**config.mk**
```make
export PLATFORM = sky130hd
export DESIGN_NAME = fft8_bf_sched_flat
export DESIGN_NICKNAME = d
export VERILOG_FILES = /design/src/rtl/fft8_pkg.sv /design/src/rtl/fft8_bf_sched_if.sv /design/src/rtl/fft8_tag_pipe.sv /design/src/rtl/fft8_bf_sched.sv /design/src/flat_wrapper.sv
export SDC_FILE = /design/constraint.sdc
export NUM_CORES = 1
export LEC_CHECK = 0
export CAP_MARGIN = 15
export CORE_UTILIZATION = 61
export CTS_BUF_LIST = sky130_fd_sc_hd__clkbuf_2 sky130_fd_sc_hd__clkbuf_4 sky130_fd_sc_hd__clkbuf_8
export CTS_CLUSTER_SIZE = 12
export DETAILED_ROUTE_END_ITERATION = 8
export PLACE_DENSITY_LB_ADDON = 0.1
export SLEW_MARGIN = 5
export SYNTH_ARGS = -nofsm -noshare
export SYNTH_HDL_FRONTEND = slang
export SYNTH_SLANG_ARGS = --single-unit
```
**constraint.sdc**
```tcl
create_clock -name clk -period 5.65 [get_ports clk]
set_clock_uncertainty 0.15 [all_clocks]
set_input_delay 0.8475 -clock clk [delete_from_list [all_inputs] [get_ports clk]]
set_output_delay 0.8475 -clock clk [all_outputs]
set_load 0.005 [all_outputs]
```
**src/rtl/fft8_pkg.sv**
```systemverilog
// fft8_pkg: shared constants, FSM state type and butterfly tag for the 8-point FFT scheduler
package fft8_pkg;
   localparam int N_PTS    = 8;
   localparam int N_STAGES = 3;
   localparam int ADDR_W   = 3;
   localparam int TW_W     = 2;

   typedef enum logic [1:0] {IDLE, ISSUE, DRAIN, DONE} sched_state_t;

   typedef struct packed {
      logic              valid;
      logic [ADDR_W-1:0] addr_a;
      logic [ADDR_W-1:0] addr_b;
   } bf_tag_t;

   function automatic bf_tag_t bf_addr(input logic [1:0] s, input logic [1:0] k);
      logic [2:0] span, pos;
      bf_tag_t t;
      span     = 3'd1 << s;
      pos      = {1'b0, k} & (span - 3'd1);
      t.valid  = 1'b1;
      t.addr_a = (({1'b0, k} >> s) << (s + 2'd1)) | pos;
      t.addr_b = t.addr_a + span;
      return t;
   endfunction

   function automatic logic [TW_W-1:0] bf_tw(input logic [1:0] s, input logic [1:0] k);
      logic [2:0] pos;
      pos = {1'b0, k} & ((3'd1 << s) - 3'd1);
      return TW_W'(pos << (2'd2 - s));
   endfunction
endpackage

```
**src/rtl/fft8_bf_sched_if.sv**
```systemverilog
// fft8_bf_sched_if: start/done, RAM and butterfly signals of the scheduler; FFT8_BF_SCHED_CYCLE_CNT_EN adds cycle_cnt
interface fft8_bf_sched_if;
   import fft8_pkg::*;
   logic              start;
   logic              busy;
   logic              done;
   logic              rd_en;
   logic [ADDR_W-1:0] rd_addr_a;
   logic [ADDR_W-1:0] rd_addr_b;
   logic              bf_valid_in;
   logic [TW_W-1:0]   tw_idx;
   logic              bf_valid_out;
   logic              wr_en;
   logic [ADDR_W-1:0] wr_addr_a;
   logic [ADDR_W-1:0] wr_addr_b;
   logic              seq_err;
`ifdef FFT8_BF_SCHED_CYCLE_CNT_EN
   logic [7:0]        cycle_cnt;
`endif

   modport master (
      input  start, bf_valid_out,
`ifdef FFT8_BF_SCHED_CYCLE_CNT_EN
      output cycle_cnt,
`endif
      output busy, done, rd_en, rd_addr_a, rd_addr_b, bf_valid_in, tw_idx,
             wr_en, wr_addr_a, wr_addr_b, seq_err
   );

   modport slave (
      output start, bf_valid_out,
`ifdef FFT8_BF_SCHED_CYCLE_CNT_EN
      input  cycle_cnt,
`endif
      input  busy, done, rd_en, rd_addr_a, rd_addr_b, bf_valid_in, tw_idx,
             wr_en, wr_addr_a, wr_addr_b, seq_err
   );
endinterface

```
**src/rtl/fft8_tag_pipe.sv**
```systemverilog
// fft8_tag_pipe: fixed-depth shift register of butterfly tags with synchronous clear
module fft8_tag_pipe
   import fft8_pkg::*;
#(
   parameter int DEPTH = 1
) (
   input  logic    clk,
   input  logic    rst_n,
   input  bf_tag_t d_i,
   output bf_tag_t q_o,
   output logic    pend_o
);
   bf_tag_t sr_q [DEPTH];

   // shift one stage per cycle, cleared by reset
   always_ff @(posedge clk) begin
      if (!rst_n) begin
         for (int i = 0; i < DEPTH; i++) sr_q[i] <= '0;
      end else begin
         sr_q[0] <= d_i;
         for (int i = 1; i < DEPTH; i++) sr_q[i] <= sr_q[i-1];
      end
   end

   // any valid tag still upstream of the output stage
   always_comb begin
      pend_o = 1'b0;
      for (int i = 0; i < DEPTH - 1; i++) pend_o = pend_o | sr_q[i].valid;
   end

   assign q_o = sr_q[DEPTH-1];
endmodule

```
**src/rtl/fft8_bf_sched.sv**
```systemverilog
// fft8_bf_sched: 3-stage x 4-butterfly in-place FFT8 scheduler; FFT8_BF_SCHED_CYCLE_CNT_EN adds cycle_cnt
module fft8_bf_sched
   import fft8_pkg::*;
#(
   parameter int L_MUL  = 2,
   parameter int L_ADD  = 2,
   parameter int RD_LAT = 1
) (
   input  logic                   clk,
   input  logic                   rst_n,
   fft8_bf_sched_if.master        bus
);
   localparam int BF_LAT = L_MUL + 2 * L_ADD;

   sched_state_t    state_q, state_d;
   logic [1:0]      s_q, s_d, k_q, k_d;
   logic            rd_en, drained, seq_err_q;
   bf_tag_t         rd_tag, rd_q, bf_q;
   logic            rd_pend, bf_pend;
   logic [TW_W-1:0] tw_q [RD_LAT];

   assign rd_en   = state_q == ISSUE;
   assign rd_tag  = rd_en ? bf_addr(s_q, k_q) : '0;
   // the stage is finished once only the final write-back tag remains in flight
   assign drained = !rd_pend && !rd_q.valid && !bf_pend;

   // next-state logic for the issue / drain sequencing
   always_comb begin
      state_d = state_q;
      s_d     = s_q;
      k_d     = k_q;
      unique case (state_q)
         IDLE:  if (bus.start) begin
                   state_d = ISSUE;
                   s_d     = 2'd0;
                   k_d     = 2'd0;
                end
         ISSUE: begin
                   k_d     = k_q + 2'd1;
                   state_d = (k_q == 2'd3) ? DRAIN : ISSUE;
                end
         DRAIN: if (drained) begin
                   state_d = (s_q == 2'd2) ? DONE : ISSUE;
                   s_d     = (s_q == 2'd2) ? s_q : s_q + 2'd1;
                   k_d     = 2'd0;
                end
         DONE:  state_d = IDLE;
         default: state_d = IDLE;
      endcase
   end

   // FSM, counters and sticky tracking error
   always_ff @(posedge clk) begin
      if (!rst_n) begin
         state_q   <= IDLE;
         s_q       <= '0;
         k_q       <= '0;
         seq_err_q <= 1'b0;
      end else begin
         state_q   <= state_d;
         s_q       <= s_d;
         k_q       <= k_d;
         seq_err_q <= seq_err_q | (bus.bf_valid_out != bf_q.valid);
      end
   end

   // twiddle index travels with the read-latency tag stage
   always_ff @(posedge clk) begin
      if (!rst_n) begin
         for (int i = 0; i < RD_LAT; i++) tw_q[i] <= '0;
      end else begin
         tw_q[0] <= rd_en ? bf_tw(s_q, k_q) : '0;
         for (int i = 1; i < RD_LAT; i++) tw_q[i] <= tw_q[i-1];
      end
   end

   fft8_tag_pipe #(.DEPTH(RD_LAT)) u_rd_pipe (
      .clk    (clk),
      .rst_n  (rst_n),
      .d_i    (rd_tag),
      .q_o    (rd_q),
      .pend_o (rd_pend)
   );

   fft8_tag_pipe #(.DEPTH(BF_LAT)) u_bf_pipe (
      .clk    (clk),
      .rst_n  (rst_n),
      .d_i    (rd_q),
      .q_o    (bf_q),
      .pend_o (bf_pend)
   );

`ifdef FFT8_BF_SCHED_CYCLE_CNT_EN
   logic [7:0] cnt_q;

   // busy-cycle count of the current or most recent transform
   always_ff @(posedge clk) begin
      if (!rst_n) cnt_q <= '0;
      else if (state_q == IDLE && bus.start) cnt_q <= '0;
      else if (rd_en || state_q == DRAIN) cnt_q <= cnt_q + 8'd1;
   end

   assign bus.cycle_cnt = cnt_q;
`endif

   assign bus.busy        = rd_en || state_q == DRAIN;
   assign bus.done        = state_q == DONE;
   assign bus.rd_en       = rd_en;
   assign bus.rd_addr_a   = rd_tag.addr_a;
   assign bus.rd_addr_b   = rd_tag.addr_b;
   assign bus.bf_valid_in = rd_q.valid;
   assign bus.tw_idx      = tw_q[RD_LAT-1];
   assign bus.wr_en       = bf_q.valid;
   assign bus.wr_addr_a   = bf_q.addr_a;
   assign bus.wr_addr_b   = bf_q.addr_b;
   assign bus.seq_err     = seq_err_q;
endmodule

```
**src/flat_wrapper.sv**
```systemverilog
// flat-port wrapper written by rule: the top's interface ports become plain ports
module fft8_bf_sched_flat import fft8_pkg::*;
#(
   parameter int L_MUL  = 2,
   parameter int L_ADD  = 2,
   parameter int RD_LAT = 1
)
  (clk, rst_n, bus_start, bus_bf_valid_out, bus_busy, bus_done, bus_rd_en, bus_rd_addr_a, bus_rd_addr_b, bus_bf_valid_in, bus_tw_idx, bus_wr_en, bus_wr_addr_a, bus_wr_addr_b, bus_seq_err);
  fft8_bf_sched_if bus_i ();
  input  logic clk;
  input  logic rst_n;
  input wire logic [$bits(bus_i.start)-1:0] bus_start;
  input wire logic [$bits(bus_i.bf_valid_out)-1:0] bus_bf_valid_out;
  output wire logic [$bits(bus_i.busy)-1:0] bus_busy;
  output wire logic [$bits(bus_i.done)-1:0] bus_done;
  output wire logic [$bits(bus_i.rd_en)-1:0] bus_rd_en;
  output wire logic [$bits(bus_i.rd_addr_a)-1:0] bus_rd_addr_a;
  output wire logic [$bits(bus_i.rd_addr_b)-1:0] bus_rd_addr_b;
  output wire logic [$bits(bus_i.bf_valid_in)-1:0] bus_bf_valid_in;
  output wire logic [$bits(bus_i.tw_idx)-1:0] bus_tw_idx;
  output wire logic [$bits(bus_i.wr_en)-1:0] bus_wr_en;
  output wire logic [$bits(bus_i.wr_addr_a)-1:0] bus_wr_addr_a;
  output wire logic [$bits(bus_i.wr_addr_b)-1:0] bus_wr_addr_b;
  output wire logic [$bits(bus_i.seq_err)-1:0] bus_seq_err;
  assign bus_i.start = bus_start;
  assign bus_i.bf_valid_out = bus_bf_valid_out;
  assign bus_busy = bus_i.busy;
  assign bus_done = bus_i.done;
  assign bus_rd_en = bus_i.rd_en;
  assign bus_rd_addr_a = bus_i.rd_addr_a;
  assign bus_rd_addr_b = bus_i.rd_addr_b;
  assign bus_bf_valid_in = bus_i.bf_valid_in;
  assign bus_tw_idx = bus_i.tw_idx;
  assign bus_wr_en = bus_i.wr_en;
  assign bus_wr_addr_a = bus_i.wr_addr_a;
  assign bus_wr_addr_b = bus_i.wr_addr_b;
  assign bus_seq_err = bus_i.seq_err;
  fft8_bf_sched #(.L_MUL(L_MUL), .L_ADD(L_ADD), .RD_LAT(RD_LAT)) u_core (.clk(clk), .rst_n(rst_n), .bus(bus_i));
endmodule
```
run_1/registers.png
Other sequential cells in the stronger grey, the rest of the logic in the fainter grey.
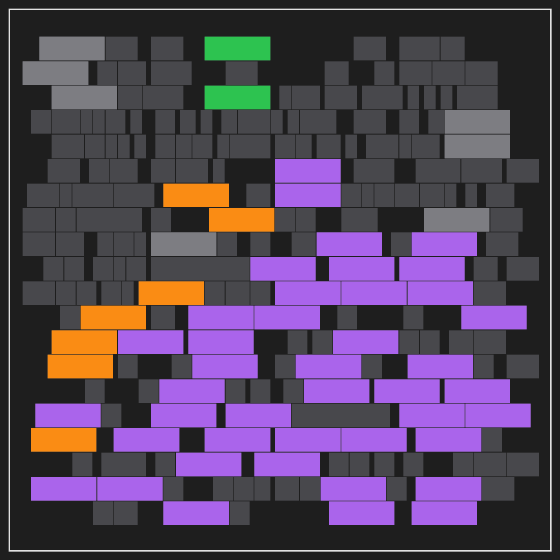
legend:
  `u_core.u_rd_pipe.sr_q`:
    colour: orange
    flops: 7
  `u_core.u_bf_pipe.sr_q`:
    colour: purple
    flops: 42
  `u_core.k_q`:
    colour: green
    flops: 2
not coloured: 7

run_1/clock_map.png
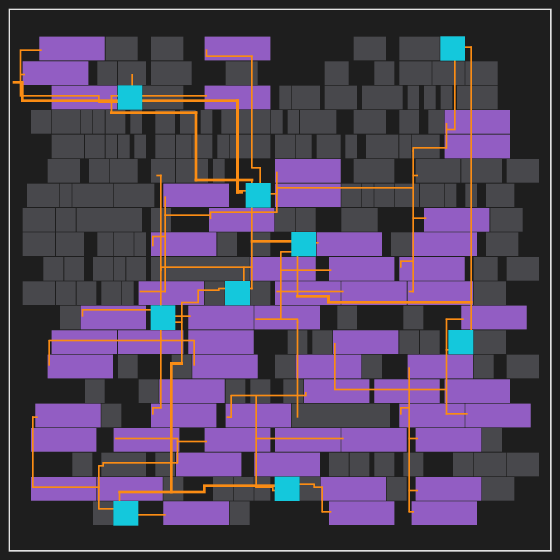
legend:
  clock wires:
    colour: orange
    length: 601 um
  cells driving clock nets:
    colour: cyan
    count: 9
  flip-flops:
    colour: purple
    count: 58
flops lie: widely spread
routed clock nets: 10

run_1/final_congestion.png
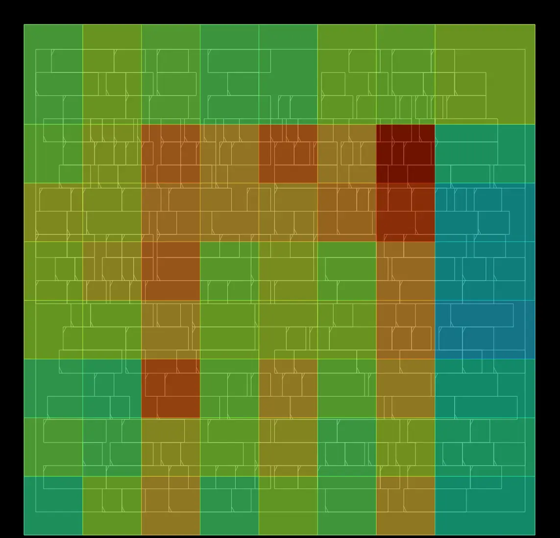
met2 usage in global routing: 30.00%
GRT met1 Usage: 23.76%
WL per Instance: 12.08 um
final standard cell utilization of the core: 78.16%

==> deck_impl_summary.md, run 1 <==
Physical Implementation Snapshot

Synthesis
  • Synthesized area: 2056 um2
  • Post-synthesis cell count from yosys: 194
  • Flip-flop and latch count after synthesis: 58
  • Top-count cell post-synth: dfxtp_1
  • Combinational family with the most area after synthesis: simple AND/OR/NAND/NOR gates
  • Ranking of synthesized cells by instance count: 58 x dfxtp_1, 51 x and2_1, 10 x ha_1, 10 x nand2_1, 9 x inv_1
  • XOR/XNOR Area Share: 1.278%
  • Area fraction in and, or, nand and nor cells after synthesis: 23.49%
  • Top cell type's share of synthesized area: 56.48%
  • Leading post-synthesis cells by cell area: dfxtp_1 56%, and2_1 16%, ha_1 6.1%
  • Number of instances in the synthesized netlist: 194

Clocking
  • Root buffer cell: clkbuf_4
  • Clock sinks: 58
  • Hold Buf Count CTS: 0
  • Clock input transition at the sequential cells of the worst setup and hold paths: 0.11 ns
  • Clock buffer count from CTS: 9
  • Clock tree from TritonCTS: done
  • Number of H-tree levels: 3
  • CTS-repair resized insts: 0

Power and ir drop
  • Power density over the cells: 333.9 nW/um2
  • Leakage power summed over all cells: 1.017 nW

Placed design
  • Routability cong.: 0.8688
  • Placement-stage cell area: 2268 um2
  • Pre-CTS setup slack: 1.708 ns
  • Count of buffers inserted at the top-level ports: 23
  • Number of placed instances, taps included: 247

Cells and area
  • Diodes inserted: 0
  • Largest registers: u_core.u_bf_pipe.sr_q (42), u_core.u_rd_pipe.sr_q (7)
  • Most flops, register: u_core.u_bf_pipe.sr_q
  • Most common logic cell in the routed design: dfxtp_1
  • Top Layout Cells: 58 x dfxtp_1, 51 x and2_1, 23 x clkdlybuf4s50_1
  • Total Nets Final: 229
  • Final standard cell count with taps included and fillers excluded: 263

Die
  • Number of rows created at floorplan: 20
  • CORE AREA: 3128 um2
  • Initial Util: 65.72%
  • Area of the chip: 3606 um2

Setup path
  • Crit. Startpoint: u_core.s_q[0]
  • Kind of start point of the critical path: flip-flop
  • Worst setup path class: flip-flop to output port

STA
  • Setup TNS after final layout: 0 ns
  • RSZ-0062 raised after global routing: false
  • Final Worst Setup Slack: 1.259 ns
  • Worst max-slew margin expressed relative to the limit: 59.94%
  • Final Hold Violation Tally: 0
  • Final worst path period need: 4.391 ns

Global routing
  • Largest net degree at the start of global routing: 53
  • Met3 track demand over resource in global routing: 11.47%
  • Residual overflow from global routing: 0
  • Initial antenna violation count: 0
  • Wire length of the first global-routing pass: 5023 um

Drt
  • Detail Route met3 WL: 203 um
  • Vias: 1,306
  • Number of routed nets with antenna violations: 0
  • Met2 wire length: 1530 um

Run status
  • Run status: completed

Worst hold path
  • Hold path cells: 1

Run
  • Maximum capacitance violations: 0
## run 1: area by class of cell
type	count	area, um2
Clock buffer	12	102.6
Inverter	9	33.78
Clock inverter	4	73.82
Tap cell	44	55.05
Fill cell	206	683.2
Sequential cell	58	1161
Timing Repair Buffer	24	237.7
Multi-Input combinational cell	112	780.7
## run 1: worst max-delay path: cells and delay by family, from the launching register on
family	cells	cell delay, ns
simple gates	1	0.15
flops	1	0.52
fa+ha+maj	3	0.94
buf+inv	4	0.74
xor+xnor	2	0.37
compound gates	1	0.26
## run 1: where the power goes
group	internal, mW	total [mW]	switching [mW]
Combinational	0.0233	0.0476	0.0242
Sequential	0.414	0.418	0.00364
Clock	0.209	0.351	0.142
==> inputs of run 2 (changes only) <==
--- a/config.mk
+++ b/config.mk
@@ -6,7 +6,7 @@
 export NUM_CORES = 1
 export LEC_CHECK = 0
 export CAP_MARGIN = 15
-export CORE_UTILIZATION = 61
+export CORE_UTILIZATION = 57
 export CTS_BUF_LIST = sky130_fd_sc_hd__clkbuf_2 sky130_fd_sc_hd__clkbuf_4 sky130_fd_sc_hd__clkbuf_8
 export CTS_CLUSTER_SIZE = 12
 export DETAILED_ROUTE_END_ITERATION = 8
==> constraint.sdc (replaced) <==
create_clock -name clk -period 4.2 [get_ports clk]
set_clock_uncertainty 0.15 [all_clocks]
set_input_delay 0.63 -clock clk [delete_from_list [all_inputs] [get_ports clk]]
set_output_delay 0.63 -clock clk [all_outputs]
set_load 0.005 [all_outputs]
run_2/registers.png
Other sequential cells in the stronger grey, the rest of the logic in the fainter grey.
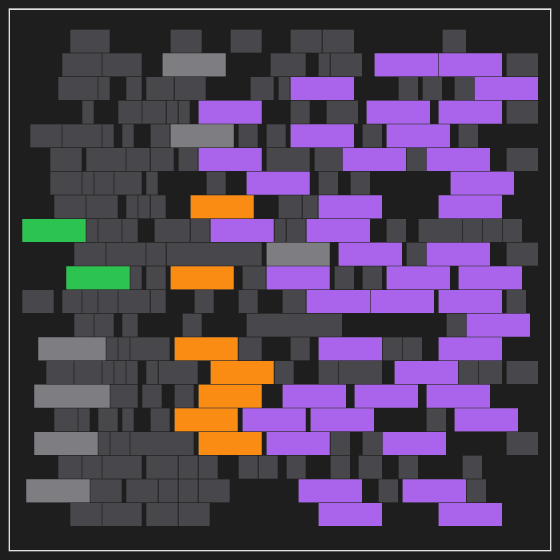
legend:
  `u_core.k_q`:
    colour: green
    flops: 2
  `u_core.u_bf_pipe.sr_q`:
    colour: purple
    flops: 42
  `u_core.u_rd_pipe.sr_q`:
    colour: orange
    flops: 7
not coloured: 7

==> run 2 against run 1 <==
- area after synthesis stayed put
- critical path type unchanged
- global-route usage is 1.5 points lower
- setup slack worse by 1.0 ns
- via count is 2.5% higher
- sequential power grew 34%
- cell count rose by 0.76%
- non-clock buffer count is the same
- critical endpoint unchanged
- worst hold slack got worse by 0.0045 ns
==> deck_impl_summary.md, run 2 <==
Physical Implementation Snapshot

Run status
  • Run status: completed

Cells and area
  • Most flops, register: u_core.u_bf_pipe.sr_q
  • Flop Count: 58 (unchanged)
  • Top Layout Cells: 56 x dfxtp_1, 51 x and2_1, 23 x clkdlybuf4s50_1
  • Flip-flop and latch share of the layout cell area: 47.33% (-0.16 points)
  • Count of clock-net buffers in the final layout: 12 (unchanged)
  • Non-CTS buffers: 24 (unchanged)
  • Comb gate area: 787.0 um2 (+0.80%)
  • Area occupied by registers: 1166 um2 (+0.43%)
  • Biggest cell category by area in the final layout: sequential cells
  • Total Nets Final: 229 (unchanged)
  • Logic share of the area: 31.95% (about the same)
  • Most common logic cell in the routed design: dfxtp_1
  • Number of non-clock inverters in the layout: 9 (unchanged)
  • Diodes inserted: 0 (unchanged)
  • Largest registers: u_core.u_bf_pipe.sr_q (42), u_core.u_rd_pipe.sr_q (7)
  • Multi-input comb cells: 112 (unchanged)

Synthesis
  • XOR/XNOR Area Share: 1.278% (unchanged)
  • Combinational family with the most area after synthesis: simple AND/OR/NAND/NOR gates
  • Post-synthesis adder-cell area fraction: 7.060%
  • Flip-flop and latch count after synthesis: 58 (unchanged)
  • Post-synthesis cell count from yosys: 194 (unchanged)
  • Top-count cell post-synth: dfxtp_1
  • Number of instances in the synthesized netlist: 194 (unchanged)
  • Area fraction in and, or, nand and nor cells after synthesis: 23.49% (unchanged)
  • Synthesized area: 2056 um2 (unchanged)
  • Ranking of synthesized cells by instance count: 58 x dfxtp_1, 51 x and2_1, 10 x ha_1, 10 x nand2_1, 9 x inv_1
  • Leading post-synthesis cells by cell area: dfxtp_1 56%, and2_1 16%, ha_1 6.1%

Setup path
  • Kind of cell adding the most delay to the critical path: adder cells
  • Worst setup path class: flip-flop to output port
  • Count of buffering cells on the critical path with inverters included: 4 (unchanged)
  • Slack of the worst reg-to-reg path: 1.69 ns
  • Kind of start point of the critical path: flip-flop

STA
  • Setup TNS after final layout: 0 ns (unchanged)
  • Worst max-slew margin expressed relative to the limit: 52.66% (-7.3 points)
  • Final worst path period need: 3.957 ns
  • Final Worst Setup Slack: 0.2426 ns (-1.017 ns)

Power and ir drop
  • Internal cell power: 0.8775 mW (+36%)
  • Clock Power Share: 43.6% (+0.6 points)
  • Net switching power: 0.2308 mW (+36%)
  • Leakage power summed over all cells: 1.017 nW (about the same)

Clocking
  • Worst skew pair latency: 0.38 ns
  • Number of H-tree levels: 3 (unchanged)
  • Root buffer cell: clkbuf_4
  • Clock input transition at the sequential cells of the worst setup and hold paths: 0.10 ns (about the same)
  • Clock buffer count from CTS: 9 (unchanged)

Drt
  • Detail Route met3 WL: 140 um (-31%)
  • Number of routed nets with antenna violations: 0 (unchanged)
  • WL per Instance: 12.27 um (+1.6%)
  • Vias: 1,339 (+2.5%)
  • Met2 wire length: 1680 um (+9.8%)

Placed design
  • Pre-CTS setup slack: 0.4928 ns (-1.215 ns)
  • Placement-stage cell area: 2271 um2 (+0.11%)
  • Routability cong.: 0.7754 (-11%)

Global routing
  • Largest net degree at the start of global routing: 31 (-42%)
  • Initial antenna violation count: 0 (unchanged)
  • GRT met1 Usage: 18.26% (-5.5 points)
  • Wire length of the first global-routing pass: 4995 um (-0.56%)

Die
  • Area of the chip: 3851 um2 (+6.8%)
  • Tap cell count: 46 (+4.5%)
  • Initial Util: 60.65% (-5.1 points)
run_2/final_congestion.png
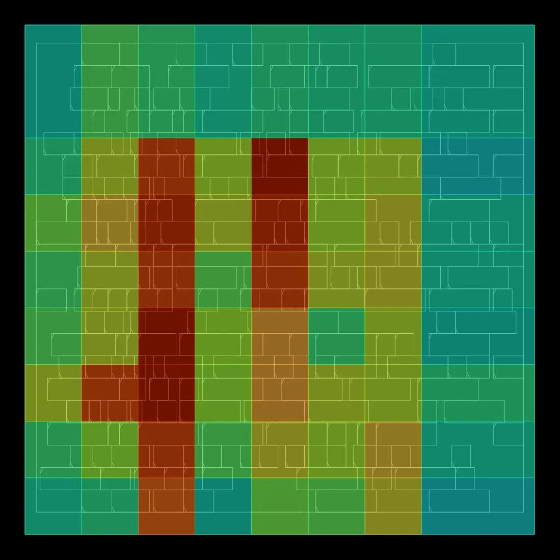
final standard cell utilization of the core: 72.68%
met3 track demand over resource in global routing: 10.56%

## run 2: power by group through the flow
stage / sequential, mW / clock, mW / combinational (mW)
floorplan: 0.574 / 0 / 0.0391
global placement: 0.575 / 0 / 0.0618
detailed placement: 0.575 / 0 / 0.0628
CTS: 0.563 / 0.496 / 0.0632
global route: 0.563 / 0.520 / 0.0699
finish: 0.562 / 0.483 / 0.0631
## run 2: worst paths after layout
check	start	end	cells past startpoint
hold / removal	u_core.u_bf_pipe.sr_q[0][3]	u_core.u_bf_pipe.sr_q[0][10]	1
setup reg to reg	u_core.s_q[0]	u_core.u_rd_pipe.sr_q[0][2]	10
setup / recovery	u_core.s_q[0]	bus_rd_addr_b[2]	11
hold reg to reg	u_core.u_bf_pipe.sr_q[0][3]	u_core.u_bf_pipe.sr_q[0][10]	1
==> inputs of run 3 (changes only) <==
--- a/config.mk
+++ b/config.mk
@@ -8,6 +8,7 @@
 export CAP_MARGIN = 15
 export CORE_UTILIZATION = 57
 export CTS_BUF_LIST = sky130_fd_sc_hd__clkbuf_2 sky130_fd_sc_hd__clkbuf_4 sky130_fd_sc_hd__clkbuf_8
+export CTS_CLUSTER_DIAMETER = 40
 export CTS_CLUSTER_SIZE = 12
 export DETAILED_ROUTE_END_ITERATION = 8
 export PLACE_DENSITY_LB_ADDON = 0.1
run_3/clock_map.png
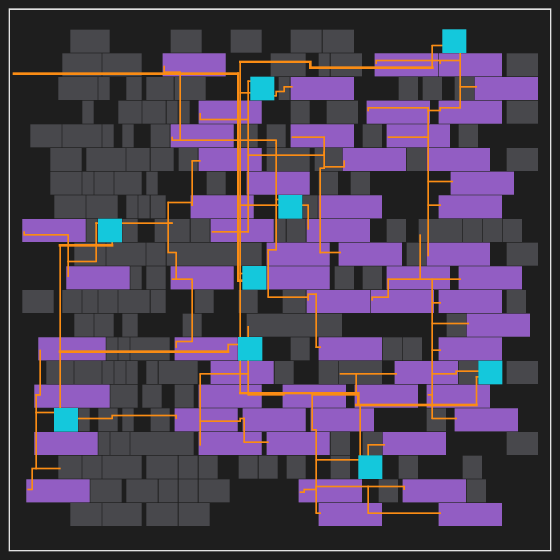
legend:
  clock wires:
    colour: orange
    length: 639 um
  flip-flops:
    colour: purple
    count: 58
  cells driving clock nets:
    colour: cyan
    count: 9
routed clock nets: 10

==> run 3 against run 2 <==
- largest power group unchanged
- cell count is the same
- non-clock buffer count is the same
- via count is the same
- sequential cell count is the same
- critical endpoint unchanged
==> deck_impl_summary.md, run 3 <==
Physical Implementation Snapshot

Synthesis
  • XOR/XNOR Area Share: 1.278% (unchanged)
  • Number of instances in the synthesized netlist: 194 (unchanged)
  • Flip-flop and latch count after synthesis: 58 (unchanged)
  • Post-synthesis adder-cell area fraction: 7.060% (unchanged)
  • Area fraction in and, or, nand and nor cells after synthesis: 23.49% (unchanged)
  • Ranking of synthesized cells by instance count: 58 x dfxtp_1, 51 x and2_1, 10 x ha_1, 10 x nand2_1, 9 x inv_1
  • Combinational family with the most area after synthesis: simple AND/OR/NAND/NOR gates
  • Post-synthesis cell count from yosys: 194 (unchanged)
  • Synthesized area: 2056 um2 (unchanged)
  • Top-count cell post-synth: dfxtp_1
  • Leading post-synthesis cells by cell area: dfxtp_1 56%, and2_1 16%, ha_1 6.1%

STA
  • Fraction of the cycle the final worst path needs: 94.22%
  • Setup TNS after final layout: 0 ns (unchanged)
  • Final worst path period need: 3.957 ns (unchanged)
  • Maximum frequency from static timing analysis: 252.7 MHz
  • Final Hold Violation Tally: 0
  • Worst max-slew margin expressed relative to the limit: 52.66% (unchanged)
  • Final Worst Setup Slack: 0.2426 ns (unchanged)
  • Final tally of max-slew violations: 0

Setup path
  • Critical-path top delay cell: clkdlybuf4s50_1
  • Slack of the worst reg-to-reg path: 1.69 ns (about the same)
  • Count of buffering cells on the critical path with inverters included: 4 (unchanged)
  • Depth of the most critical reg-to-reg path: 10 (unchanged)
  • Kind of start point of the critical path: flip-flop
  • FF-to-FF End: u_core.u_rd_pipe.sr_q[0][2]
  • Kind of cell adding the most delay to the critical path: adder cells
  • Startpoint of the most critical register-to-register path: u_core.s_q[0]
  • Required @ worst endpoint: 3.42 ns
  • Worst setup path class: flip-flop to output port

Power and ir drop
  • Logic gate share of total power: 5.7%
  • Top power consumer group: sequential cells
  • Sequential-cell power consumption: 0.562 mW (about the same)
  • Internal cell power: 0.8775 mW (unchanged)
  • Clock Power Share: 43.6% (about the same)
  • Leakage power summed over all cells: 1.017 nW (unchanged)
  • Power density over the cells: 449.9 nW/um2
  • Combinational group power: 0.0631 mW (about the same)
  • Net switching power: 0.2308 mW (unchanged)
  • Fraction of power spent switching nets: 20.82%

Clocking
  • Clock input transition at the sequential cells of the worst setup and hold paths: 0.10 ns (about the same)
  • Clock buffer count from CTS: 9 (unchanged)
  • Worst skew pair latency: 0.38 ns (about the same)
  • Number of H-tree levels: 3 (unchanged)
  • Root buffer cell: clkbuf_4

Die
  • Die outline width: 62.06 um
  • Initial Util: 60.65% (unchanged)
  • Tap cell count: 46 (unchanged)

Cells and area
  • Biggest cell category by area in the final layout: sequential cells
  • Non-CTS buffers: 24 (unchanged)
  • Diodes inserted: 0 (unchanged)
  • Area occupied by registers: 1166 um2 (unchanged)
  • Flop Count: 58 (unchanged)
  • Comb gate area: 787.0 um2 (unchanged)
  • Final standard cell utilization of the core: 72.68% (unchanged)
  • Largest registers: u_core.u_bf_pipe.sr_q (42), u_core.u_rd_pipe.sr_q (7)
  • Multi-input comb cells: 112 (unchanged)
  • Most flops, register: u_core.u_bf_pipe.sr_q
  • Area growth from synthesis to layout: 19.84%
  • Flip-flop and latch share of the layout cell area: 47.33% (unchanged)
  • Most common logic cell in the routed design: dfxtp_1
  • Number of non-clock inverters in the layout: 9 (unchanged)
  • Count of clock-net buffers in the final layout: 12 (unchanged)
  • Post-route design area: 2464 um2
  • Logic share of the area: 31.95% (unchanged)

Placed design
  • Pre-CTS setup slack: 0.4928 ns (unchanged)
  • Placement-stage cell area: 2271 um2 (unchanged)

Global routing
  • Met3 track demand over resource in global routing: 10.56% (unchanged)
  • GRT met1 Usage: 18.26% (unchanged)
  • Vias in the first global route: 1,212
  • Initial antenna violation count: 0 (unchanged)
  • Residual overflow from global routing: 0
  • Largest net degree at the start of global routing: 31 (unchanged)
  • Wire length of the first global-routing pass: 4995 um (unchanged)

Worst hold path
  • Startpoint of the lowest-slack hold path: u_core.u_bf_pipe.sr_q[0][3]
  • Hold path cells: 1 (unchanged)

Drt
  • Met2 wire length: 1680 um (unchanged)
  • Vias: 1,339 (unchanged)
  • Number of routed nets with antenna violations: 0 (unchanged)
  • WL per Instance: 12.27 um (unchanged)

Run status
  • Run status: completed
run_3/port_nets.png
The bar under the picture is 20 um long.
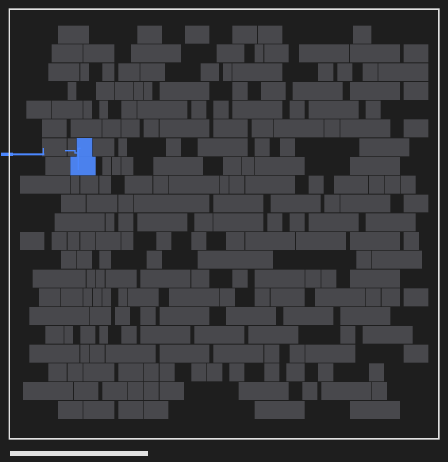
legend:
  `bus_start`:
    colour: blue
    direction: input
    edge: left
    end_cells: 2
    wire: 10.5 um

## run 3: cell counts after synthesis
No cell type changed its count.
## run 3: worst max-delay path by stage
stage / startpoint / end / slack [ns] / depth (start not counted)
6_report: u_core.s_q[0] / bus_rd_addr_b[2] / 0.24 / 11
4_1_cts: u_core.s_q[0] / bus_rd_addr_b[2] / 0.03 / 11
2_1_floorplan: u_core.s_q[0] / bus_rd_addr_b[2] / 1.11 / 11
3_5_place_dp: u_core.s_q[0] / bus_rd_addr_b[2] / 0.49 / 11
5_1_grt: u_core.s_q[0] / bus_rd_addr_b[2] / 0.03 / 11
3_3_place_gp: u_core.s_q[0] / bus_rd_addr_b[2] / 0.66 / 11

==> layout pictures side by side <==
Met1 routing.
(a)
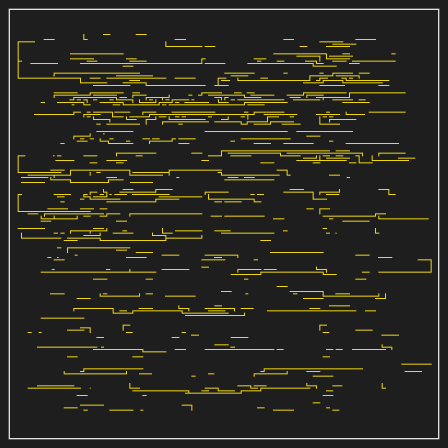
(b)
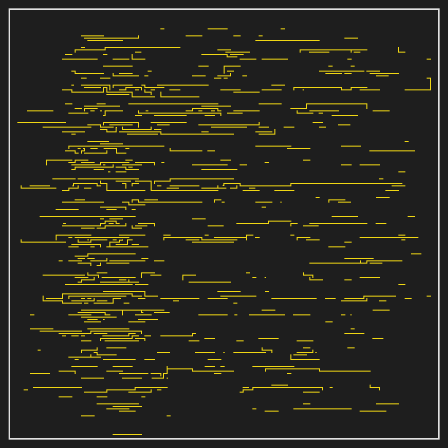
run 2: (b)
run 1: (a)

Key to (a):
longest straight run: 17.0 um
wire length on this layer: 1,410 um

Power and IR drop assume default switching activity.
